Figure 1. Floorplan with the power grid.
The bar under the picture is 20 um long. Pins as bars on the die edge. Tap cells in grey.
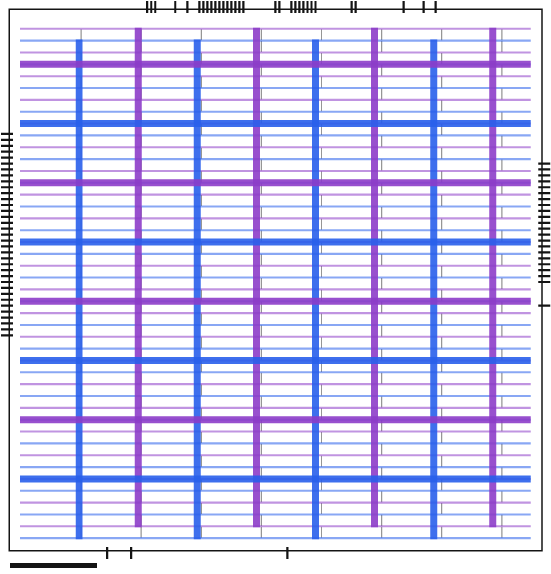
Figure 2. Placement by cell class.
The bar under the picture is 20 um long.
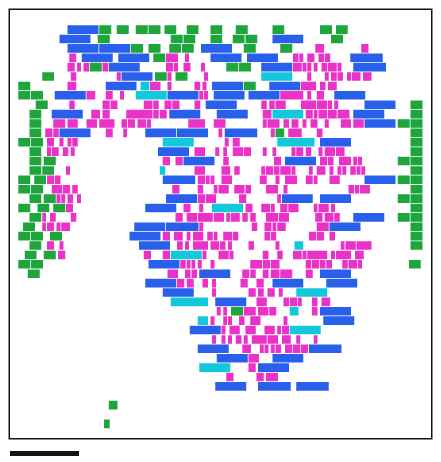
Figure 3. Routed clock nets over the placement.
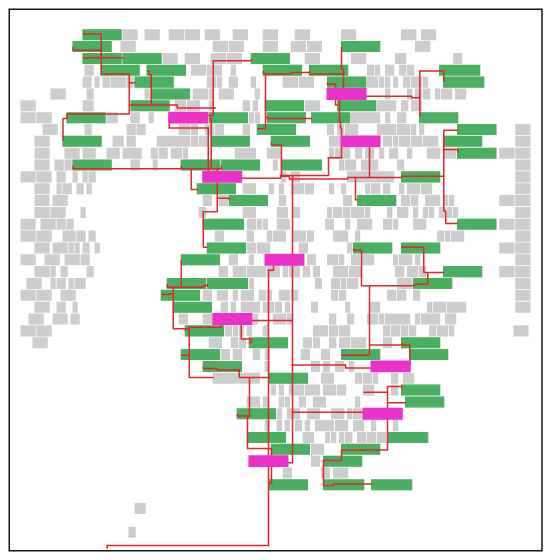
Figure 4. Signal wires by layer.
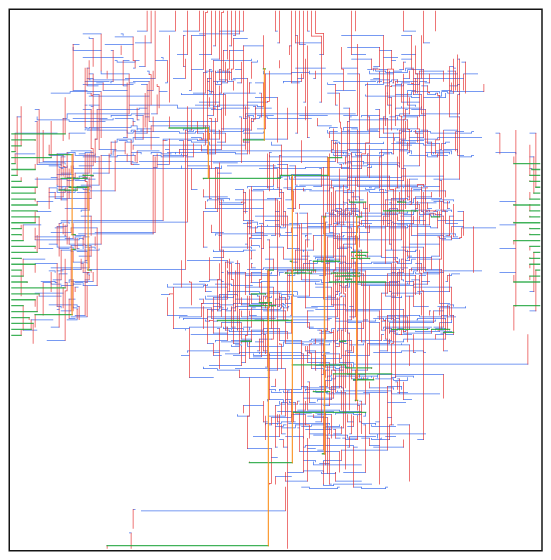
[config.mk]
export PLATFORM = sky130hd
export DESIGN_NAME = fire_scheduler_flat
export DESIGN_NICKNAME = d
export VERILOG_FILES = /design/src/rtl/fire_scheduler_pkg.sv /design/src/rtl/fire_scheduler_if.sv /design/src/rtl/fire_scheduler_picker.sv /design/src/rtl/fire_scheduler.sv /design/src/flat_wrapper.sv
export SDC_FILE = /design/constraint.sdc
export NUM_CORES = 1
export LEC_CHECK = 0
export CAP_MARGIN = 20
export CORE_AREA = 2 2 120 122
export CTS_BUF_LIST = sky130_fd_sc_hd__clkbuf_4 sky130_fd_sc_hd__clkbuf_8 sky130_fd_sc_hd__clkbuf_16
export CTS_CLUSTER_SIZE = 40
export DETAILED_ROUTE_END_ITERATION = 12
export DIE_AREA = 0 0 122 124
export SLEW_MARGIN = 10
export SYNTH_ARGS = -nofsm -noshare
export SYNTH_HDL_FRONTEND = slang
export SYNTH_SLANG_ARGS = --single-unit
[constraint.sdc]
create_clock -name frame_clk -period 5.84 [get_ports frame_clk]
set_clock_uncertainty 0.15 [all_clocks]
set_input_delay 1.168 -clock frame_clk [delete_from_list [all_inputs] [get_ports frame_clk]]
set_output_delay 1.168 -clock frame_clk [all_outputs]
set_load 0.1 [all_outputs]
[src/rtl/fire_scheduler_pkg.sv]
// Shared types and weapon profiles for the per-player fire scheduler.
// Profiles fix burst length, intra-burst gap, cooldown and reload length in frames.
package fire_scheduler_pkg;

   localparam int unsigned PROF_W  = 8;
   localparam int unsigned BURST_W = 2;
   localparam int unsigned AMMO_W  = 5;
   localparam int unsigned STATE_W = 3;

   typedef logic [STATE_W-1:0] fire_state_t;

   localparam fire_state_t ST_IDLE     = 3'd0;
   localparam fire_state_t ST_FIRE     = 3'd1;
   localparam fire_state_t ST_GAP      = 3'd2;
   localparam fire_state_t ST_COOLDOWN = 3'd3;
   localparam fire_state_t ST_RELOAD   = 3'd4;

   typedef struct packed {
      logic [BURST_W-1:0] burst;
      logic [PROF_W-1:0]  gap;
      logic [PROF_W-1:0]  cool;
      logic [PROF_W-1:0]  reload;
   } weapon_profile_t;

   localparam weapon_profile_t PROF_TRACER = '{
      burst:  2'd1,
      gap:    8'd0,
      cool:   8'd3,
      reload: 8'd69
   };

   localparam weapon_profile_t PROF_GENGI = '{
      burst:  2'd3,
      gap:    8'd2,
      cool:   8'd30,
      reload: 8'd100
   };

   // 00 is tracer; every other code selects the gengi profile
   function automatic weapon_profile_t get_profile(input logic [1:0] chara_id);
      weapon_profile_t prof;
      if (chara_id == 2'b00) begin
         prof = PROF_TRACER;
      end else begin
         prof = PROF_GENGI;
      end
      return prof;
   endfunction

endpackage

[src/rtl/fire_scheduler_if.sv]
// Bus between keyboard decode / bullet pool and the fire scheduler.
// master drives requests and slot status, slave is the scheduler.
interface fire_scheduler_if
   import fire_scheduler_pkg::*;
#(
   parameter int unsigned N_SLOTS = 20
);

   logic [1:0]               chara_id;
   logic                     press_j;
   logic [N_SLOTS-1:0][1:0]  slot_state;
   logic [N_SLOTS-1:0]       shoot;
   logic [N_SLOTS-1:0]       slot_reset;
   logic [AMMO_W-1:0]        ammo_left;
   logic                     reloading;

   modport master (
      output chara_id,
      output press_j,
      output slot_state,
      input  shoot,
      input  slot_reset,
      input  ammo_left,
      input  reloading
   );

   modport slave (
      input  chara_id,
      input  press_j,
      input  slot_state,
      output shoot,
      output slot_reset,
      output ammo_left,
      output reloading
   );

endinterface

[src/rtl/fire_scheduler_picker.sv]
// Combinational priority encoder: lowest-index bullet slot whose state is wait (00).
// found_c is low when every slot is busy; onehot_c is then all zeros.
module free_slot_picker #(
   parameter int unsigned N_SLOTS = 20
) (
   input  logic [N_SLOTS-1:0][1:0] slot_state,
   output logic                    found_c,
   output logic [N_SLOTS-1:0]      onehot_c
);

   localparam int unsigned IDX_W = (N_SLOTS > 1) ? $clog2(N_SLOTS) : 1;

   logic [IDX_W-1:0] index_c;

   // Scan downwards so the last hit, which wins, is the lowest free index
   always_comb begin
      found_c = 1'b0;
      index_c = '0;
      for (int i = N_SLOTS - 1; i >= 0; i--) begin
         if (slot_state[i] == 2'b00) begin
            found_c = 1'b1;
            index_c = IDX_W'(i);
         end
      end
   end

   always_comb begin
      onehot_c = '0;
      if (found_c) begin
         onehot_c = N_SLOTS'(1) << index_c;
      end
   end

endmodule

[src/rtl/fire_scheduler.sv]
// Per-player shot sequencer: turns press_j into one-hot launch pulses into the bullet pool,
// enforcing burst cadence, cooldown, magazine count and reload with a pool-wide slot reset.
module fire_scheduler
   import fire_scheduler_pkg::*;
#(
   parameter int unsigned N_SLOTS  = 20,
   parameter int unsigned MAG_SIZE = 20,
   parameter int unsigned TIMER_W  = 10
) (
   input  logic             frame_clk,
   input  logic             Reset_n,
   fire_scheduler_if.slave  bus
);

   localparam logic [AMMO_W-1:0]  AMMO_FULL = AMMO_W'(MAG_SIZE);
   localparam logic [TIMER_W-1:0] TIMER_ONE = TIMER_W'(1);

   fire_state_t            state_q, state_d;
   logic [TIMER_W-1:0]     timer_q, timer_d;
   logic [BURST_W-1:0]     burst_q, burst_d;
   logic [AMMO_W-1:0]      ammo_q, ammo_d;
   weapon_profile_t        profile_q, profile_d;
   logic [N_SLOTS-1:0]     shoot_q, shoot_d;
   logic [N_SLOTS-1:0]     slot_reset_q, slot_reset_d;
   logic                   reloading_q, reloading_d;
   logic                   press_q;

   weapon_profile_t        prof_c;
   logic [BURST_W-1:0]     burst_inc_c;
   logic [TIMER_W-1:0]     gap_ld_c;
   logic [TIMER_W-1:0]     cool_ld_c;
   logic [TIMER_W-1:0]     reload_ld_c;
   logic [TIMER_W-1:0]     timer_dec_c;
   logic                   pick_found_c;
   logic [N_SLOTS-1:0]     pick_onehot_c;

   free_slot_picker #(
      .N_SLOTS (N_SLOTS)
   ) u_picker (
      .slot_state (bus.slot_state),
      .found_c    (pick_found_c),
      .onehot_c   (pick_onehot_c)
   );

   // Timer preloads: a state lasting K cycles is entered with K-1 and leaves on zero
   always_comb begin
      prof_c      = (state_q == ST_IDLE) ? get_profile(bus.chara_id) : profile_q;
      burst_inc_c = burst_q + BURST_W'(1);
      gap_ld_c    = '0;
      cool_ld_c   = '0;
      reload_ld_c = '0;
      if (prof_c.gap != '0) begin
         gap_ld_c = TIMER_W'(prof_c.gap - PROF_W'(1));
      end
      // Cooldown is COOL-1 cycles so a held trigger repeats every COOL+1 frames
      if (prof_c.cool > PROF_W'(1)) begin
         cool_ld_c = TIMER_W'(prof_c.cool - PROF_W'(2));
      end
      if (prof_c.reload != '0) begin
         reload_ld_c = TIMER_W'(prof_c.reload - PROF_W'(1));
      end
      timer_dec_c = (timer_q != '0) ? (timer_q - TIMER_ONE) : '0;
   end

   // Next-state and registered-output logic
   always_comb begin
      state_d      = state_q;
      timer_d      = timer_q;
      burst_d      = burst_q;
      ammo_d       = ammo_q;
      profile_d    = profile_q;
      shoot_d      = '0;
      slot_reset_d = '0;

      case (state_q)
         ST_IDLE: begin
            profile_d = prof_c;
            burst_d   = '0;
            if (ammo_q == '0) begin
               state_d = ST_RELOAD;
               timer_d = reload_ld_c;
            end else if (press_q && pick_found_c) begin
               state_d = ST_FIRE;
            end
         end

         ST_FIRE: begin
            // No free slot: hold here and retry next frame without spending ammo
            if (pick_found_c) begin
               shoot_d = pick_onehot_c;
               ammo_d  = (ammo_q != '0) ? (ammo_q - AMMO_W'(1)) : '0;
               if (ammo_q <= AMMO_W'(1)) begin
                  state_d = ST_RELOAD;
                  timer_d = reload_ld_c;
                  burst_d = '0;
               end else if (burst_inc_c == prof_c.burst) begin
                  state_d = ST_COOLDOWN;
                  timer_d = cool_ld_c;
                  burst_d = '0;
               end else begin
                  burst_d = burst_inc_c;
                  if (prof_c.gap == '0) begin
                     state_d = ST_FIRE;
                  end else begin
                     state_d = ST_GAP;
                     timer_d = gap_ld_c;
                  end
               end
            end
         end

         ST_GAP: begin
            if (timer_q == '0) begin
               state_d = ST_FIRE;
            end else begin
               timer_d = timer_dec_c;
            end
         end

         ST_COOLDOWN: begin
            if (timer_q == '0) begin
               state_d = ST_IDLE;
            end else begin
               timer_d = timer_dec_c;
            end
         end

         ST_RELOAD: begin
            if (timer_q == '0) begin
               state_d      = ST_IDLE;
               slot_reset_d = '1;
               ammo_d       = AMMO_FULL;
            end else begin
               timer_d = timer_dec_c;
            end
         end

         default: begin
            state_d = ST_IDLE;
            timer_d = '0;
            burst_d = '0;
         end
      endcase

      reloading_d = (state_d == ST_RELOAD);
   end

   always_ff @(posedge frame_clk or negedge Reset_n) begin
      if (!Reset_n) begin
         state_q      <= ST_IDLE;
         timer_q      <= '0;
         burst_q      <= '0;
         ammo_q       <= AMMO_FULL;
         profile_q    <= PROF_TRACER;
         shoot_q      <= '0;
         slot_reset_q <= '0;
         reloading_q  <= 1'b0;
         press_q      <= 1'b0;
      end else begin
         state_q      <= state_d;
         timer_q      <= timer_d;
         burst_q      <= burst_d;
         ammo_q       <= ammo_d;
         profile_q    <= profile_d;
         shoot_q      <= shoot_d;
         slot_reset_q <= slot_reset_d;
         reloading_q  <= reloading_d;
         press_q      <= bus.press_j;
      end
   end

   assign bus.shoot      = shoot_q;
   assign bus.slot_reset = slot_reset_q;
   assign bus.ammo_left  = ammo_q;
   assign bus.reloading  = reloading_q;

endmodule

[src/flat_wrapper.sv]
// flat-port wrapper written by rule: the top's interface ports become plain ports
module fire_scheduler_flat import fire_scheduler_pkg::*;
#(
   parameter int unsigned N_SLOTS  = 20,
   parameter int unsigned MAG_SIZE = 20,
   parameter int unsigned TIMER_W  = 10
)
  (frame_clk, Reset_n, bus_chara_id, bus_press_j, bus_slot_state, bus_shoot, bus_slot_reset, bus_ammo_left, bus_reloading);
  fire_scheduler_if #(.N_SLOTS(N_SLOTS)) bus_i ();
  input  logic frame_clk;
  input  logic Reset_n;
  input wire logic [$bits(bus_i.chara_id)-1:0] bus_chara_id;
  input wire logic [$bits(bus_i.press_j)-1:0] bus_press_j;
  input wire logic [$bits(bus_i.slot_state)-1:0] bus_slot_state;
  output wire logic [$bits(bus_i.shoot)-1:0] bus_shoot;
  output wire logic [$bits(bus_i.slot_reset)-1:0] bus_slot_reset;
  output wire logic [$bits(bus_i.ammo_left)-1:0] bus_ammo_left;
  output wire logic [$bits(bus_i.reloading)-1:0] bus_reloading;
  assign bus_i.chara_id = bus_chara_id;
  assign bus_i.press_j = bus_press_j;
  assign bus_i.slot_state = bus_slot_state;
  assign bus_shoot = bus_i.shoot;
  assign bus_slot_reset = bus_i.slot_reset;
  assign bus_ammo_left = bus_i.ammo_left;
  assign bus_reloading = bus_i.reloading;
  fire_scheduler #(.N_SLOTS(N_SLOTS), .MAG_SIZE(MAG_SIZE), .TIMER_W(TIMER_W)) u_core (.frame_clk(frame_clk), .Reset_n(Reset_n), .bus(bus_i));
endmodule
==> notes.md <==
Observations from the implementation run.

Run status:
- The flow ran to the end, and the final reports show no timing, DRC or antenna violations.

Routing:
- Across all layers, the routed design uses 3588 vias.
- The run puts the violation count after the first detailed-routing iteration at 248.
- The run puts the detailed-routing iteration count for the pre-antenna-repair pass at 5.
- The run gives the total DRC errors in the routed layout as 0.
- The run puts the average detailed-routed wire length per instance at 15.3 um.

STA:
- In the final report, the number of pins over their slew limit comes to 0.
- Setup repair after global routing left no endpoint under its margin.
- The run puts the final total negative setup slack at 0 ns.
- The run puts the final-report hold violation count at 0.
- The run puts the slew of the pin with the lowest slew margin at 0.982 ns.
- The run gives the part of the cycle the worst path needs as 71.1%.
- Across all setup checks in the final design, the least slack found is 1.69 ns.
- The run gives the shortest period the worst path allows as 4.15 ns.

Final layout:
- The run gives the most numerous logic cell after layout as sky130_fd_sc_hd__clkdlybuf4s50_1.
- After layout the clock buffers and inverters come to 6.08% of cell area.
- The run gives the dominant kind of cell by area as logic gates.
- The run gives the number of signal-net inverters in the final layout as 18.
- The run gives the number of flip-flops and latches as 69.
- The run gives the number of multi-input combinational cells in the layout as 329.
- The run gives the fill cell total of the finished layout as 1390.
- The run puts the multi-input gate share of total cell area at 38.3%.
- The run gives the sequential cell area as 1740 um^2.
- The final antenna diode tally reported by the flow is 0.
- The run gives the fraction of final layout cells with drive strength greater than 1 as 8.59%.
- Non-clock buffers make up 17.2% of the layout cell area.

Clocking:
- The cell sitting at the root of the clock tree is a sky130_fd_sc_hd__clkbuf_16.
- Per the post-CTS timing run, clock transition at the registers of the reported paths is 0.06 ns.
- The post-CTS hold buffer count recorded in the log is 0.
- CTS built an H-tree with a depth of 3.
- Per the CTS log, the buffer count on the longest clock path is 2.
- Gates resized during post-CTS repair numbered 0.
- The run gives the buffers inserted during post-CTS setup optimization as 0.
- The run puts the clock sink total at 69.

Worst setup path:
- The run puts the path length in cells of the critical path at 13.
- STA classifies the critical path endpoint as a flop.
- The run puts the endpoint arrival time on the critical path at 4.22 ns.
- The run puts the worst setup slack for register-to-register paths at 2.15 ns.
- The run puts the sum of buffers and inverters on the critical path at 2.
- The slowest stage of the critical path belongs to the cell sky130_fd_sc_hd__clkdlybuf4s50_1.
- The run gives the category of cells accounting for the largest share of critical-path delay as simple AND/OR/NAND/NOR gates.
- The critical path starts at bus_chara_id[1].
- The capture point of the critical path was reported as u_core.timer_q[1]$_DFFE_PN0P_.
- Data on the critical path is required at its endpoint by 5.91 ns.
- In this design, the stage delay of the slowest critical-path cell is 0.48 ns.
- The run gives the count of cells along the worst register-to-register path as 12.

Synthesis:
- The run gives the number of distinct standard cells referenced by the synthesized netlist as 69.
- sky130_fd_sc_hd__nor2_1 is the most common cell in the netlist.
- The run puts the synthesized instance count at 450.
- The synthesized design contains 0 enable-type register cells.
- The run gives the area share of the leading cell type in the synthesized netlist as 37.7%.
- The run puts the post-synthesis net count at 501.
- The run puts the total standard cell area after synthesis at 4050 um^2.
- The run gives the main logic family after synthesis as simple AND/OR/NAND/NOR gates.
- In this run, synthesis produced a sequential element count of 69.
- After synthesis, the most frequently instantiated cells are 62 x sky130_fd_sc_hd__nor2_1, 61 x sky130_fd_sc_hd__dfrtp_1, 31 x sky130_fd_sc_hd__nand2_1.
- The run gives the count of instantiated cells in the yosys netlist as 450.
- After synthesis, the share of flip-flops with an asynchronous set or reset is 100%.
- Yosys printed 0 warnings.
- The share of the Yosys chip area taken by registers is 42.8%.

Power:
- The run puts the power share of the sequential group at 41.3%.
- Net switching is 22.6% of the power.
- The run gives the static power due to leakage as 2.22 nW.
- Per the OpenROAD power report, switching power amounts to 0.266 mW.
- Of the total power, combinational logic draws 8.8%.

Die:
- The run gives the core utilization before placement as 29.5%.
- The run puts the chip area at 15100 um^2.

Global routing:
- The run gives the number of global-route vias before repair as 3433.
- Across every metal layer, demand over resource in global routing totals 14.6%.
- The run gives the wire length of the first global-routing pass as 17000 um.

Job:
- The run puts the max-capacitance violation count at 0.

Placed design:
- At the end of routability-driven placement, the weighted congestion stood at 0.921.
- The count of buffers added on input and output ports is 90.
- Timing analysis after detailed placement gives a worst setup slack of 1.36 ns.

Hold path:
- The type recorded for the worst min-delay path is reg2reg.
- In the hold timing report, the worst path depth is 1.
## Picture notes: Figure 1
Purple stands for VDD. Blue stands for VSS.
180 tap cells. The core has 43 rows.
Die Width: 122 um
placeable core region: 13700 um^2
floorplan die height: 124 um
peak supply drop: 0.000117 V

## Picture notes: Figure 2
Green stands for remaining buffers and delay cells, cells 92, share of their area 18%. Magenta stands for combinational and other logic, cells 347, share of their area 41%. Blue stands for sequential cells, cells 69, share of their area 34%. Cyan stands for clock drivers and dummy loads, cells 16, share of their area 6.4%.
Seq area share: 32.9%
row cnt: 43
final standard cell area without fillers: 5290 um^2
final core utilization: 38.5%

## Picture notes: Figure 3
Magenta stands for clock drivers, count 9. Red stands for clock wires, length 983 um. Green stands for flip-flops, count 69.
There are 10 routed clock nets.
part of the total power dissipated in the clock network: 49.9%
power of the clock network: 0.586 mW
clock insertion delay at the later pin of the skew report: 0.34 ns

## Picture notes: Figure 4
Blue stands for metal 1, wire length 4820 um. Green stands for metal 3, wire length 527 um. Orange stands for metal 4, wire length 310 um. Red stands for metal 2, wire length 5130 um.

==> metrics by stage <==
stage	instances	hold WS [ns]	utilization, %	cell area [um^2]	power (mW)
after floorplan	450	0.293	-	4050	0.539
after global placement	688	0.316	36.2	4960	0.596
after detailed placement	688	0.323	36.2	4960	0.597
after CTS	704	0.331	38.5	5290	1.19
after global routing	704	0.352	38.5	5290	1.22
final	704	0.334	38.5	5290	1.17
==> sequential cells by signal, summed over array words and instances (netlist names) <==
name / cells
u_core.press_q: 1
u_core.bus.ammo_left: 5
u_core.burst_q: 2
u_core.bus.slot_reset: 1
u_core.profile_q: 26
u_core.bus.shoot: 20
u_core.timer_q: 10
u_core.bus.reloading: 1
u_core.state_q: 3
==> power by group through the flow <==
| stage | logic (mW) | registers (mW) | clock network (mW) |
|---|---|---|---|
| floorplan | 0.0466 | 0.492 | 0 |
| global placement | 0.103 | 0.493 | 0 |
| detailed placement | 0.104 | 0.493 | 0 |
| CTS | 0.105 | 0.484 | 0.599 |
| global route | 0.116 | 0.485 | 0.620 |
| finish | 0.104 | 0.484 | 0.586 |
==> cells by family after synthesis <==
| family | after synthesis |
|---|---|
| compound gates | 103 |
| xor+xnor | 17 |
| fa+ha+maj | 6 |
| buf+inv | 52 |
| flops | 69 |
| mux | 2 |
| simple gates | 201 |
==> metal layers <==
| layer | wire, um | share of wire [%] | track usage, % | vias to the layer above |
|---|---|---|---|---|
| li1 | - | - | - | 1733 |
| met1 | 4820 | 45 | 18.0 | 1694 |
| met2 | 5130 | 48 | 24.0 | 137 |
| met3 | 526 | 4.9 | 3.25 | 24 |
| met4 | 310 | 2.9 | 7.61 | 0 |
| met5 | 0 | 0 | 0 | - |
No activity file was given, so power comes from the tool's default toggle rates.
